File: src/rtl/hqc_rmencod_dupl_if.sv
// hqc_rmencod_dupl_if
//   Handshake bundle for the RM(1,7) duplicating encoder.
//   slave  : encoder side (consumes start/bytes, produces codeword copies)
//   master : surrounding logic / RS encoder side and downstream assembler
//   Signals:
//     start_i, start_ready_o              frame start handshake
//     din_i[7:0], din_valid_i, din_ready_o message byte stream
//     dout_o[127:0], dout_valid_o, dout_ready_i,
//     dout_start_o, dout_last_o           codeword copy stream with framing
interface hqc_rmencod_dupl_if;
   logic         start_i;
   logic         start_ready_o;
   logic [7:0]   din_i;
   logic         din_valid_i;
   logic         din_ready_o;
   logic [127:0] dout_o;
   logic         dout_valid_o;
   logic         dout_ready_i;
   logic         dout_start_o;
   logic         dout_last_o;

   modport slave (
      input  start_i, din_i, din_valid_i, dout_ready_i,
      output start_ready_o, din_ready_o, dout_o, dout_valid_o, dout_start_o, dout_last_o
   );

   modport master (
      output start_i, din_i, din_valid_i, dout_ready_i,
      input  start_ready_o, din_ready_o, dout_o, dout_valid_o, dout_start_o, dout_last_o
   );
endinterface

File: src/rtl/hqc_rmencod_dupl.sv
// hqc_rmencod_dupl
//   Reed-Muller RM(1,7) encoder with repetition for the HQC encapsulation
//   path. Each accepted message byte is expanded to a 128-bit first-order RM
//   codeword, emitted MULTIPLICITY times; a frame is N1 bytes.
//   Ports:
//     clk_i   clock, rising edge
//     rst_i   synchronous reset, active-high
//     bus     hqc_rmencod_dupl_if.slave (start, byte input, codeword output)
//   Optional build macro HQC_RMENCOD_PREFETCH_EN: one-entry byte prefetch
//   while emitting, removing the per-codeword LOAD bubble.
module hqc_rmencod_dupl #(
   parameter int PARAM_SECURITY = 128,
   parameter int MULTIPLICITY   = (PARAM_SECURITY == 128) ? 3 : 5,
   parameter int N1             = (PARAM_SECURITY == 128) ? 46 :
                                  (PARAM_SECURITY == 192) ? 56 : 90
) (
   input logic               clk_i,
   input logic               rst_i,
   hqc_rmencod_dupl_if.slave bus
);

   typedef enum logic [1:0] {IDLE, LOAD, EMIT} state_t;

   localparam logic [6:0] LAST_BYTE = 7'(N1 - 1);
   localparam logic [2:0] LAST_COPY = 3'(MULTIPLICITY - 1);

   state_t       state, state_nxt;
   logic [6:0]   byte_cnt;
   logic [2:0]   copy_cnt;
   logic [127:0] cw;

   logic start_rdy, din_rdy, dout_vld, dout_sop, dout_eop;
   logic din_hs, dout_hs, last_copy, last_byte;

   // Bit j of the codeword is msg[7] xor the parity of msg[6:0] & j.
   function automatic logic [127:0] rm_encode(input logic [7:0] msg);
      logic [127:0] cw_v;
      logic [6:0]   j7;
      cw_v = '0;
      for (int unsigned j = 0; j < 128; j++) begin
         j7      = 7'(j);
         cw_v[j] = msg[7] ^ (^(msg[6:0] & j7));
      end
      return cw_v;
   endfunction

`ifdef HQC_RMENCOD_PREFETCH_EN
   logic         pf_valid;
   logic [127:0] pf_cw;
   assign din_rdy = (state == LOAD) |
                    ((state == EMIT) & ~pf_valid & ((8'(byte_cnt) + 8'd1) < 8'(N1)));
`else
   assign din_rdy = (state == LOAD);
`endif

   assign din_hs    = bus.din_valid_i & din_rdy;
   assign dout_hs   = (state == EMIT) & bus.dout_ready_i;
   assign last_copy = (copy_cnt == LAST_COPY);
   assign last_byte = (byte_cnt == LAST_BYTE);

   always_ff @(posedge clk_i) begin
      if (rst_i) state <= IDLE;
      else       state <= state_nxt;
   end

   always_comb begin
      state_nxt = state;
      start_rdy = 1'b0;
      dout_vld  = 1'b0;
      dout_sop  = 1'b0;
      dout_eop  = 1'b0;
      case (state)
         IDLE: begin
            start_rdy = 1'b1;
            if (bus.start_i) state_nxt = LOAD;
         end
         LOAD: begin
            if (din_hs) state_nxt = EMIT;
         end
         EMIT: begin
            dout_vld = 1'b1;
            dout_sop = (copy_cnt == '0);
            dout_eop = last_copy & last_byte;
            if (dout_hs && last_copy) begin
               if (last_byte) state_nxt = IDLE;
`ifdef HQC_RMENCOD_PREFETCH_EN
               else if (pf_valid || din_hs) state_nxt = EMIT;
`endif
               else state_nxt = LOAD;
            end
         end
         default: state_nxt = IDLE;
      endcase
   end

   always_ff @(posedge clk_i) begin
      if (rst_i) begin
         byte_cnt <= '0;
         copy_cnt <= '0;
         cw       <= '0;
`ifdef HQC_RMENCOD_PREFETCH_EN
         pf_valid <= 1'b0;
         pf_cw    <= '0;
`endif
      end else begin
         if (state == IDLE && bus.start_i) begin
            byte_cnt <= '0;
            copy_cnt <= '0;
`ifdef HQC_RMENCOD_PREFETCH_EN
            pf_valid <= 1'b0;
`endif
         end
         if (state == LOAD && din_hs) begin
            cw       <= rm_encode(bus.din_i);
            copy_cnt <= '0;
         end
         if (dout_hs) begin
            if (last_copy) begin
               byte_cnt <= byte_cnt + 7'd1;
               copy_cnt <= '0;
`ifdef HQC_RMENCOD_PREFETCH_EN
               // A byte arriving on the same edge as the last copy goes
               // straight to the output register rather than the prefetch slot.
               if (!last_byte) begin
                  if (pf_valid) begin
                     cw       <= pf_cw;
                     pf_valid <= 1'b0;
                  end else if (din_hs) begin
                     cw <= rm_encode(bus.din_i);
                  end
               end
`endif
            end else begin
               copy_cnt <= copy_cnt + 3'd1;
            end
         end
`ifdef HQC_RMENCOD_PREFETCH_EN
         if (state == EMIT && din_hs && !(dout_hs && last_copy)) begin
            pf_cw    <= rm_encode(bus.din_i);
            pf_valid <= 1'b1;
         end
`endif
      end
   end

   assign bus.start_ready_o = start_rdy;
   assign bus.din_ready_o   = din_rdy;
   assign bus.dout_o        = cw;
   assign bus.dout_valid_o  = dout_vld;
   assign bus.dout_start_o  = dout_sop;
   assign bus.dout_last_o   = dout_eop;

endmodule

File: src/flat_wrapper.sv
// flat-port wrapper written by rule: the top's interface ports become plain ports
module hqc_rmencod_dupl_flat 
#(
   parameter int PARAM_SECURITY = 128,
   parameter int MULTIPLICITY   = (PARAM_SECURITY == 128) ? 3 : 5,
   parameter int N1             = (PARAM_SECURITY == 128) ? 46 :
                                  (PARAM_SECURITY == 192) ? 56 : 90
)
  (clk_i, rst_i, bus_start_i, bus_din_i, bus_din_valid_i, bus_dout_ready_i, bus_start_ready_o, bus_din_ready_o, bus_dout_o, bus_dout_valid_o, bus_dout_start_o, bus_dout_last_o);
  hqc_rmencod_dupl_if bus_i ();
  input logic clk_i;
  input logic rst_i;
  input wire logic [$bits(bus_i.start_i)-1:0] bus_start_i;
  input wire logic [$bits(bus_i.din_i)-1:0] bus_din_i;
  input wire logic [$bits(bus_i.din_valid_i)-1:0] bus_din_valid_i;
  input wire logic [$bits(bus_i.dout_ready_i)-1:0] bus_dout_ready_i;
  output wire logic [$bits(bus_i.start_ready_o)-1:0] bus_start_ready_o;
  output wire logic [$bits(bus_i.din_ready_o)-1:0] bus_din_ready_o;
  output wire logic [$bits(bus_i.dout_o)-1:0] bus_dout_o;
  output wire logic [$bits(bus_i.dout_valid_o)-1:0] bus_dout_valid_o;
  output wire logic [$bits(bus_i.dout_start_o)-1:0] bus_dout_start_o;
  output wire logic [$bits(bus_i.dout_last_o)-1:0] bus_dout_last_o;
  assign bus_i.start_i = bus_start_i;
  assign bus_i.din_i = bus_din_i;
  assign bus_i.din_valid_i = bus_din_valid_i;
  assign bus_i.dout_ready_i = bus_dout_ready_i;
  assign bus_start_ready_o = bus_i.start_ready_o;
  assign bus_din_ready_o = bus_i.din_ready_o;
  assign bus_dout_o = bus_i.dout_o;
  assign bus_dout_valid_o = bus_i.dout_valid_o;
  assign bus_dout_start_o = bus_i.dout_start_o;
  assign bus_dout_last_o = bus_i.dout_last_o;
  hqc_rmencod_dupl #(.PARAM_SECURITY(PARAM_SECURITY), .MULTIPLICITY(MULTIPLICITY), .N1(N1)) u_core (.clk_i(clk_i), .rst_i(rst_i), .bus(bus_i));
endmodule
File: config.mk
export PLATFORM = sky130hd
export DESIGN_NAME = hqc_rmencod_dupl_flat
export DESIGN_NICKNAME = d
export VERILOG_FILES = /design/src/rtl/hqc_rmencod_dupl_if.sv /design/src/rtl/hqc_rmencod_dupl.sv /design/src/flat_wrapper.sv
export SDC_FILE = /design/constraint.sdc
export NUM_CORES = 1
export LEC_CHECK = 0
export ABC_AREA = 1
export CAP_MARGIN = 25
export CELL_PAD_IN_SITES_DETAIL_PLACEMENT = 1
export CELL_PAD_IN_SITES_GLOBAL_PLACEMENT = 1
export CORE_AREA = 10 10 183 116
export DETAILED_ROUTE_END_ITERATION = 10
export DIE_AREA = 0 0 193 126
export PLACE_DENSITY = 0.93
export SYNTH_ARGS = -nofsm -noshare
export SYNTH_HDL_FRONTEND = slang
export SYNTH_SLANG_ARGS = --single-unit
File: constraint.sdc
create_clock -name clk_i -period 2.85 [get_ports clk_i]
set_input_delay 0.57 -clock clk_i [delete_from_list [all_inputs] [get_ports clk_i]]
set_output_delay 0.57 -clock clk_i [all_outputs]
set_load 0.02 [all_outputs]
run_1/clock_wires.png
Scale: 3 px per um.
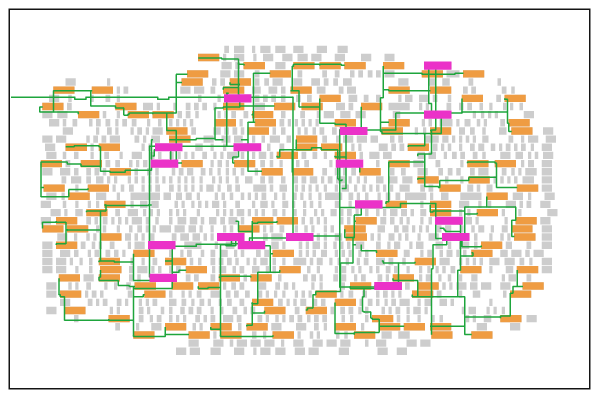
[green] clock wires | length: 2,140 um
[orange] flip-flops | count: 140
[magenta] clock-net drivers | count: 17
routed clock nets: 18
flops lie: widely spread

run_1/class_map.png
Scale: 2 px per um. Fill, decap, tap and diode cells in gray.
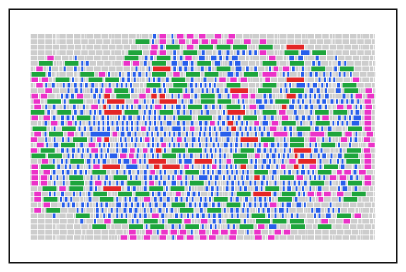
[red] clock drivers and dummy loads | cells: 32 | share of their area: 6.2%
[magenta] remaining buffers and delay cells | cells: 181 | share of their area: 20%
[green] sequential cells | cells: 140 | share of their area: 32%
[blue] remaining logic cells | cells: 822 | share of their area: 42%

run_1/floorplan.png
Scale: 2 px per um. Pins as bars on the die edge.
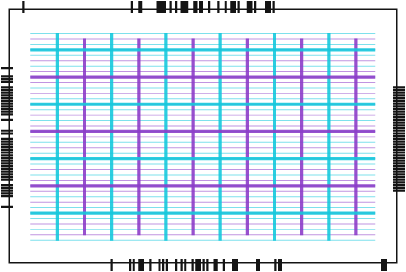
[purple] VDD
[cyan] VSS
met4 straps: 12
rows: 38
met5 straps: 7
signal pins: 146

[run 1: per-stage QoR]
step	hold WS [ns]	area [um2]	instances	worst slack [ns]	total power [uW]
after CTS	0.481	9140	1415	0.231	5580
after floorplan	0.467	6850	1022	1.18	2910
after global placement	0.457	8590	1383	0.272	3420
after detailed placement	0.465	8590	1383	0.231	3460
final	0.474	9140	1416	0.256	5590
after global routing	0.513	9140	1415	0.183	5780
[run 1: metal layers]
| metal | share of wire, % | global-route usage, % |
|---|---|---|
| met1 | 44 | 30.8 |
| met4 | 1.6 | 7.62 |
| met5 | 0 | 0 |
| met2 | 44 | 36.2 |
| met3 | 10 | 7.61 |
==> run summary, run 1 <==
run results: status finished clean, comb area leader simple AND/OR/NAND/NOR gates, hold crit path type flip-flop to flip-flop, PostCTS Resize Cnt 0, WP depth 4, register area 2800 um2, area share of xor/xnor cells in the synthesized design approximately 2.7%, logic area 3450 um2, Cell Type Count 34, Gate Count Post-Synth 1,022, worst-case vdd ir drop about 0.43 mV, Routed Antenna Nets 0, unrepaired setup endpoints after global routing false, clk slew on worst S/H paths 0.07 ns, Non-clk invs 74, fraction of area in registers 30.7%, mi-comb count 748, Seq power 2170 uW, CP delay by family, top buffers and inverters, DRC 0, crit path launch type flip-flop, min Tclk post-route 2.59 ns, Clock net power 2140 uW, simple share between 30 and 40%, number of cells on the worst reg-to-reg path 6, yosys stat cell total between 1,000 and 1,500, DP HPWL 20,800 um, Max-Cap Viols 0, WP buf/inv 1, CP Capture Point bus_dout_last_o, synth top area cells dfxtp_1, nand2_1, nand3_1, a21oi_1, o21ai_0, Ports 146, clock network share of area 6.01%, CTS tree built, GPL Wtd Cong about 0.96, largest net degree at the start of global routing ~69, total gr overflow 0, Signal buf overhead 19.2%, final count of pins violating max slew 0, Final Cycle Share 91.0%, sequential share of power ~40%, antenna violations before repair 1, fmax a little under 400 MHz, number of port buffers 145, Setup TNS 0 ns, Bufs on Longest Clock Path 2, vias in the first global route 8,023, Slew @ Worst Pin just under 0.8 ns, final number of hold-violating endpoints 0, endpoints failing setup 0, CP startpoint u_core.byte_cnt[0]$_SDFF_PP0_, Complex Gates by Area 15.0%, reg-to-reg startpoint u_core.state[0]$_SDFFE_PP0P_, crit path cell chain ha_1, nand4_1, nor3_1, clkdlybuf4s50_1, worst skew pair latency 0.43 ns, worst reg-to-reg setup slack 0.90 ns, switching share of power about a third, Site Rows 38, count leader, synth nand2_1, Post-CTS Setup Bufs 0, adder and majority gate portion of the synthesized area less than 1%, top cells by count, synth nand2_1, dfxtp_1, nand3_1, FF-to-FF End u_core.bus.dout_o[116]$_SDFFE_PP0P_, Worst Hold Launch u_core.bus.dout_o[10]$_SDFFE_PP0P_, Worst setup EP type primary output, CP Data Required Time between 2 and 2.5 ns, Comb/total area 37.7%, cell-internal power 3690 uW, Die X 193 um, Largest cell class logic gates, most frequent logic cell in the layout nand2_1, Main synth FF type dfxtp_1, Top Consumer registers, CTS Buf Count 17, Final Util 51.3%, Synth Net Count ~1,000, Largest register FFs 128
==> run 1 -> run 2 <==
==> constraint.sdc (replaced) <==
create_clock -name clk_i -period 2.85 [get_ports clk_i]
set_input_delay 0.855 -clock clk_i [delete_from_list [all_inputs] [get_ports clk_i]]
set_output_delay 0.855 -clock clk_i [all_outputs]
set_load 0.02 [all_outputs]
==> run 2 against run 1 <==
Against the previous run: maximum frequency decreased by 3.8%; sequential share of layout area decreased by 0.71 points; combinational power increased by 3%; clock skew decreased by 0.0023 ns; total power increased by 4.5%; largest cell class unchanged.
==> run summary, run 2 <==
run results: status finished clean, CP Data Required Time 3.21 ns (+0.93 ns), mapped cell area 6850 um2, area share of xor/xnor cells in the synthesized design 2.67% (unchanged), simple share 32.2% (unchanged), crit path cell chain clkdlybuf4s50_1, inv_2, nand2_1, nand3_1, nand2_1, nor2_1, nand2_1, nand3_1, nand2_1, inv_1, Main synth FF type dfxtp_1, worst hold path endpoint u_core.bus.dout_o[12]$_SDFFE_PP0P_, Final Cycle Share 94.6% (+3.6 points), CP delay by family, top simple AND/OR/NAND/NOR gates, Routed Antenna Nets 0 (unchanged), vias in the first global route 8,019 (-0.050%), largest net degree at the start of global routing 74 (+7.2%), worst reg-to-reg setup slack 0.81 ns (-0.09 ns), met1 WL 13,200 um (+3.9%), Top Metal Used met4, final instance area 9360 um2 (+2.4%), logic area 3450 um2 (unchanged), CP startpoint bus_din_i[4], final count of pins violating max slew 0 (unchanged), Setup TNS 0 ns (unchanged), Bufs on Longest Clock Path 2 (unchanged), Worst setup EP type flip-flop, GPL Wtd Cong 0.905 (-5.6%), adder and majority gate portion of the synthesized area 0.365% (unchanged), reg-to-reg startpoint u_core.state[0]$_SDFFE_PP0P_, GR Layer Usage met3 6.62% (-0.99 points), DR vias 7,818, met2 routed WL 12,700 um (-1.6%), Complex Gates by Area 15.0% (unchanged), Largest register FFs 128 (unchanged), DP Area 8740 um2 (+1.8%), Max-Cap Viols 0 (unchanged), top cells by count, synth nand2_1, dfxtp_1, nand3_1, grt peak-use layer met2, Slew @ Worst Pin 1.03 ns (+0.255 ns), number of port buffers 145 (unchanged), comb area leader simple AND/OR/NAND/NOR gates, final number of hold-violating endpoints 0 (unchanged), fmax 371 MHz (-3.8%), CTS root buf clkbuf_16, Ports 146 (unchanged), WP buf/inv 3 (+2), Die X 193 um (unchanged), DRC 0 (unchanged), Cell Type Count 34 (unchanged), smallest setup slack after layout 0.155 ns (-0.101 ns), total gr overflow 0 (unchanged), yosys stat cell total 1,022 (unchanged), Worst Hold Launch u_core.bus.dout_o[12]$_SDFFE_PP0P_, CTS tree built, Final Util 52.5% (+1.2 points), routing usage on met2 36.4% (+0.12 points), clk slew on worst S/H paths 0.06 ns (about the same), M1 GR Usage 32.1% (+1.3 points), worst-case vdd ir drop 0.322 mV (-26%), count leader, synth nand2_1, CTS Buf Count 17 (unchanged), most frequent logic cell in the layout nand2_1, synth top area cells dfxtp_1, nand2_1, nand3_1, a21oi_1, o21ai_0, number of cells on the worst reg-to-reg path 6 (unchanged), post-route insts no fill 1,432 (+1.1%), register area 2800 um2 (unchanged), min Tclk post-route 2.70 ns (+0.101 ns), Post-Place Worst Slack -0.166 ns (-0.397 ns), met3 wire len 3060 um (-0.23%), overall power consumption 5840 uW (+4.5%), Gate Count Post-Synth 1,022 (unchanged), endpoints failing setup 0 (unchanged), WP depth 10 (+6), worst skew pair latency 0.43 ns (about the same), crit path launch type input port, Synth Net Count 1,037 (unchanged), unrepaired setup endpoints after global routing false
[run 2: cell counts after synthesis]
No cell type changed its count.
[run 2: power breakdown]
part / switching [uW] / internal [uW] / total (uW) / leakage [uW]
Combinational: 831 / 487 / 1320 / 0.00275
Sequential: 88.1 / 2090 / 2180 / 0.00114
Clock: 896 / 1450 / 2350 / 0.000294
Total: 1820 / 4030 / 5840 / 0.00418
[run 2: cell type report]
class                      instances  share of cell area [%]
timing repair buffer             198                    20.5
clock inverter                     9                    1.46
inverter                          74                    2.97
multi-input combinational        748                    36.8
sequential                       140                    30.0
tap                              240                    3.21
clock buffer                      23                    5.11
[run 2: timing repair]
| item | in CTS | in global routing |
|---|---|---|
| gates resized | 0 | 1 |
| setup endpoints to repair | 0 | 1 |
| setup buffers | 0 | 0 |
| hold endpoints to repair | 0 | 0 |
run_2/clock_wires.png
Scale: 3 px per um.
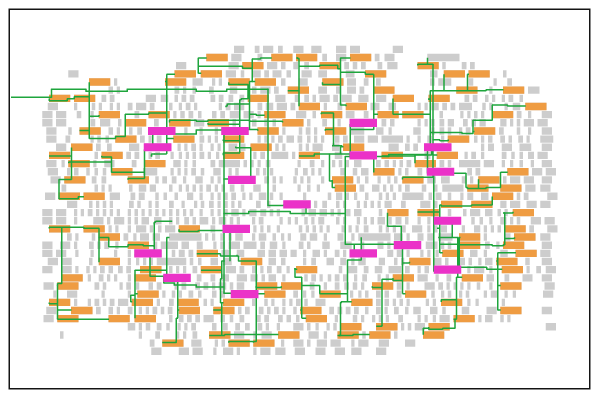
[orange] flip-flops | count: 140
[magenta] clock-net drivers | count: 17
[green] clock wires | length: 2,000 um
flops lie: widely spread

==> run 2 -> run 3 <==
--- a/config.mk
+++ b/config.mk
@@ -9,10 +9,11 @@
 export CAP_MARGIN = 25
 export CELL_PAD_IN_SITES_DETAIL_PLACEMENT = 1
 export CELL_PAD_IN_SITES_GLOBAL_PLACEMENT = 1
-export CORE_AREA = 10 10 183 116
+export CORE_AREA = 10 10 133 159
+export CTS_CLUSTER_SIZE = 40
 export DETAILED_ROUTE_END_ITERATION = 10
-export DIE_AREA = 0 0 193 126
-export PLACE_DENSITY = 0.93
+export DIE_AREA = 0 0 143 169
+export PLACE_DENSITY_LB_ADDON = 0.1
 export SYNTH_ARGS = -nofsm -noshare
 export SYNTH_HDL_FRONTEND = slang
 export SYNTH_SLANG_ARGS = --single-unit
==> run 3 against run 2 <==
Against the previous run: non-clock buffer count up 5; synthesized cell count did not move; combinational power shrank 4%; global-route usage shrank 1.4 points; critical path type is now flip-flop to primary output; largest power group unchanged.
==> run summary, run 3 <==
run results: routing usage on met2 38.9% (+2.5 points), largest net degree at the start of global routing 71 (-4.1%), met2 routed WL 13,400 um (+5.4%), Gate Count Post-Synth 1,022 (unchanged), Clock net power 2380 uW (about the same), CTS root buf clkbuf_16, total gr overflow 0 (unchanged), Final Cycle Share 92.4% (-2.1 points), fmax 380 MHz (+2.3%), DRC 0 (unchanged), Post-CTS Setup Bufs 0 (unchanged), Post-Place Worst Slack -0.0794 ns (+0.0869 ns), Complex Gates by Area 15.0% (unchanged), smallest setup slack after layout 0.216 ns (+0.0610 ns), Die X 143 um (-26%), CTS Buf Count 17 (unchanged), Ports 146 (unchanged), reg-to-reg startpoint u_core.state[0]$_SDFFE_PP0P_, DR vias 7,352 (-6.0%), min Tclk post-route 2.63 ns (-0.0610 ns), endpoints failing setup 0 (unchanged), grt peak-use layer met2, Slew @ Worst Pin 0.805 ns (-0.224 ns), comb area leader simple AND/OR/NAND/NOR gates, power per cell area 621 nW/um2, Bufs on Longest Clock Path 2 (unchanged), Routed Antenna Nets 0 (unchanged), Top Metal Used met4, CTS tree built, sequential share of power 37.2% (about the same), M1 GR Usage 26.0% (-6.2 points), top cells by count, synth nand2_1, dfxtp_1, nand3_1, simple share 32.2% (unchanged), overall power consumption 5820 uW (-0.32%), number of cells on the worst reg-to-reg path 8 (+2), synth top area cells dfxtp_1, nand2_1, nand3_1, a21oi_1, o21ai_0, number of port buffers 145 (unchanged), crit path launch type flip-flop, worst-case vdd ir drop 0.414 mV (+28%), unrepaired setup endpoints after global routing false, crit path cell chain inv_1, nand2_1, nor4_1, clkdlybuf4s50_1, Cell Type Count 34 (unchanged), Comb pwr share 21.9% (-0.7 points), count leader, synth nand2_1, Post-Syn Area per Cell 6.71 um2, Max-Cap Viols 0 (unchanged), sw power 1780 uW (-1.9%), vias in the first global route 7,752 (-3.3%), worst hold path endpoint u_core.bus.dout_o[12]$_SDFFE_PP0P_, final count of pins violating max slew 0 (unchanged), clk slew on worst S/H paths 0.06 ns (about the same), Synth Net Count 1,037 (unchanged), CP startpoint u_core.state[0]$_SDFFE_PP0P_, Seq power 2170 uW (about the same), kind of critical path flip-flop to primary output, final number of hold-violating endpoints 0 (unchanged), area share of xor/xnor cells in the synthesized design 2.67% (unchanged), routed wire length 26,700 um, worst reg-to-reg setup slack 1.07 ns (+0.26 ns), mapped cell area 6850 um2 (unchanged), Largest register FFs 128 (unchanged), GPL Wtd Cong 0.873 (-3.5%), most frequent logic cell in the layout nand2_1, Main synth FF type dfxtp_1, FILL cells around 2,300, worst skew pair latency 0.42 ns (about the same), status finished clean, register area 2800 um2 (unchanged), Clk network pwr share 40.9% (+0.7 points), met3 wire len 1470 um (-52%), GR Layer Usage met3 5.71% (-0.90 points), CP Data Required Time 2.00 ns (-1.21 ns), first-pass GRT wire length 42,800 um, cell-internal power 4040 uW (+0.37%), WL/cell 18.8 um, switching share of power 30.6% (-0.48 points), PostCTS Resize Cnt 1 (+1), Worst Hold Launch u_core.bus.dout_o[12]$_SDFFE_PP0P_, most frequent cells in the layout nand2_1, clkdlybuf4s50_1, dfxtp_1, Top Consumer the clock network, Comb group 1270 uW (-4%), Final Util 52.0% (-0.48 points), DR iter-0 viols 335, Worst setup EP type primary output, adder and majority gate portion of the synthesized area 0.365% (unchanged), logic area 3450 um2 (unchanged), yosys stat cell total 1,022 (unchanged), highest-delay cell along the critical path clkdlybuf4s50_1, met1 WL 11,100 um (-16%)
-- run 3: layout make-up --
type / count / share of cell area [%]
clock buffers: 17 / 4.54
clock inverters: 14 / 2.04
inverters: 74 / 2.96
multi-input cells: 748 / 36.7
flip-flops and latches: 140 / 29.9
well taps: 224 / 2.99
repair buffers: 203 / 20.8
-- run 3: critical path: cells and delay by family, from the launching register on --
family | cells | cell delay (ns)
DFF | 1 | 0.35
and+or+nand+nor | 2 | 0.27
buffers and inverters | 2 | 0.75
-- run 3: stage by stage --
step / instances / setup TNS (ns) / cell area (um2)
2_1_floorplan: 1022 / 0 / 6850
3_3_place_gp: 1389 / -0.0943 / 8760
3_5_place_dp: 1389 / -0.158 / 8760
4_1_cts: 1420 / 0 / 9380
5_1_grt: 1420 / 0 / 9380
6_report: 1420 / 0 / 9380
run_3/floorplan.png
Scale: 2 px per um. Pins as bars on the die edge.
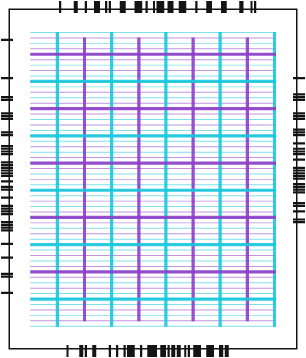
[cyan] VSS
[purple] VDD
rows: 54
met5 straps: 10

Power figures rest on the tool's default switching activity, not on a simulated workload.
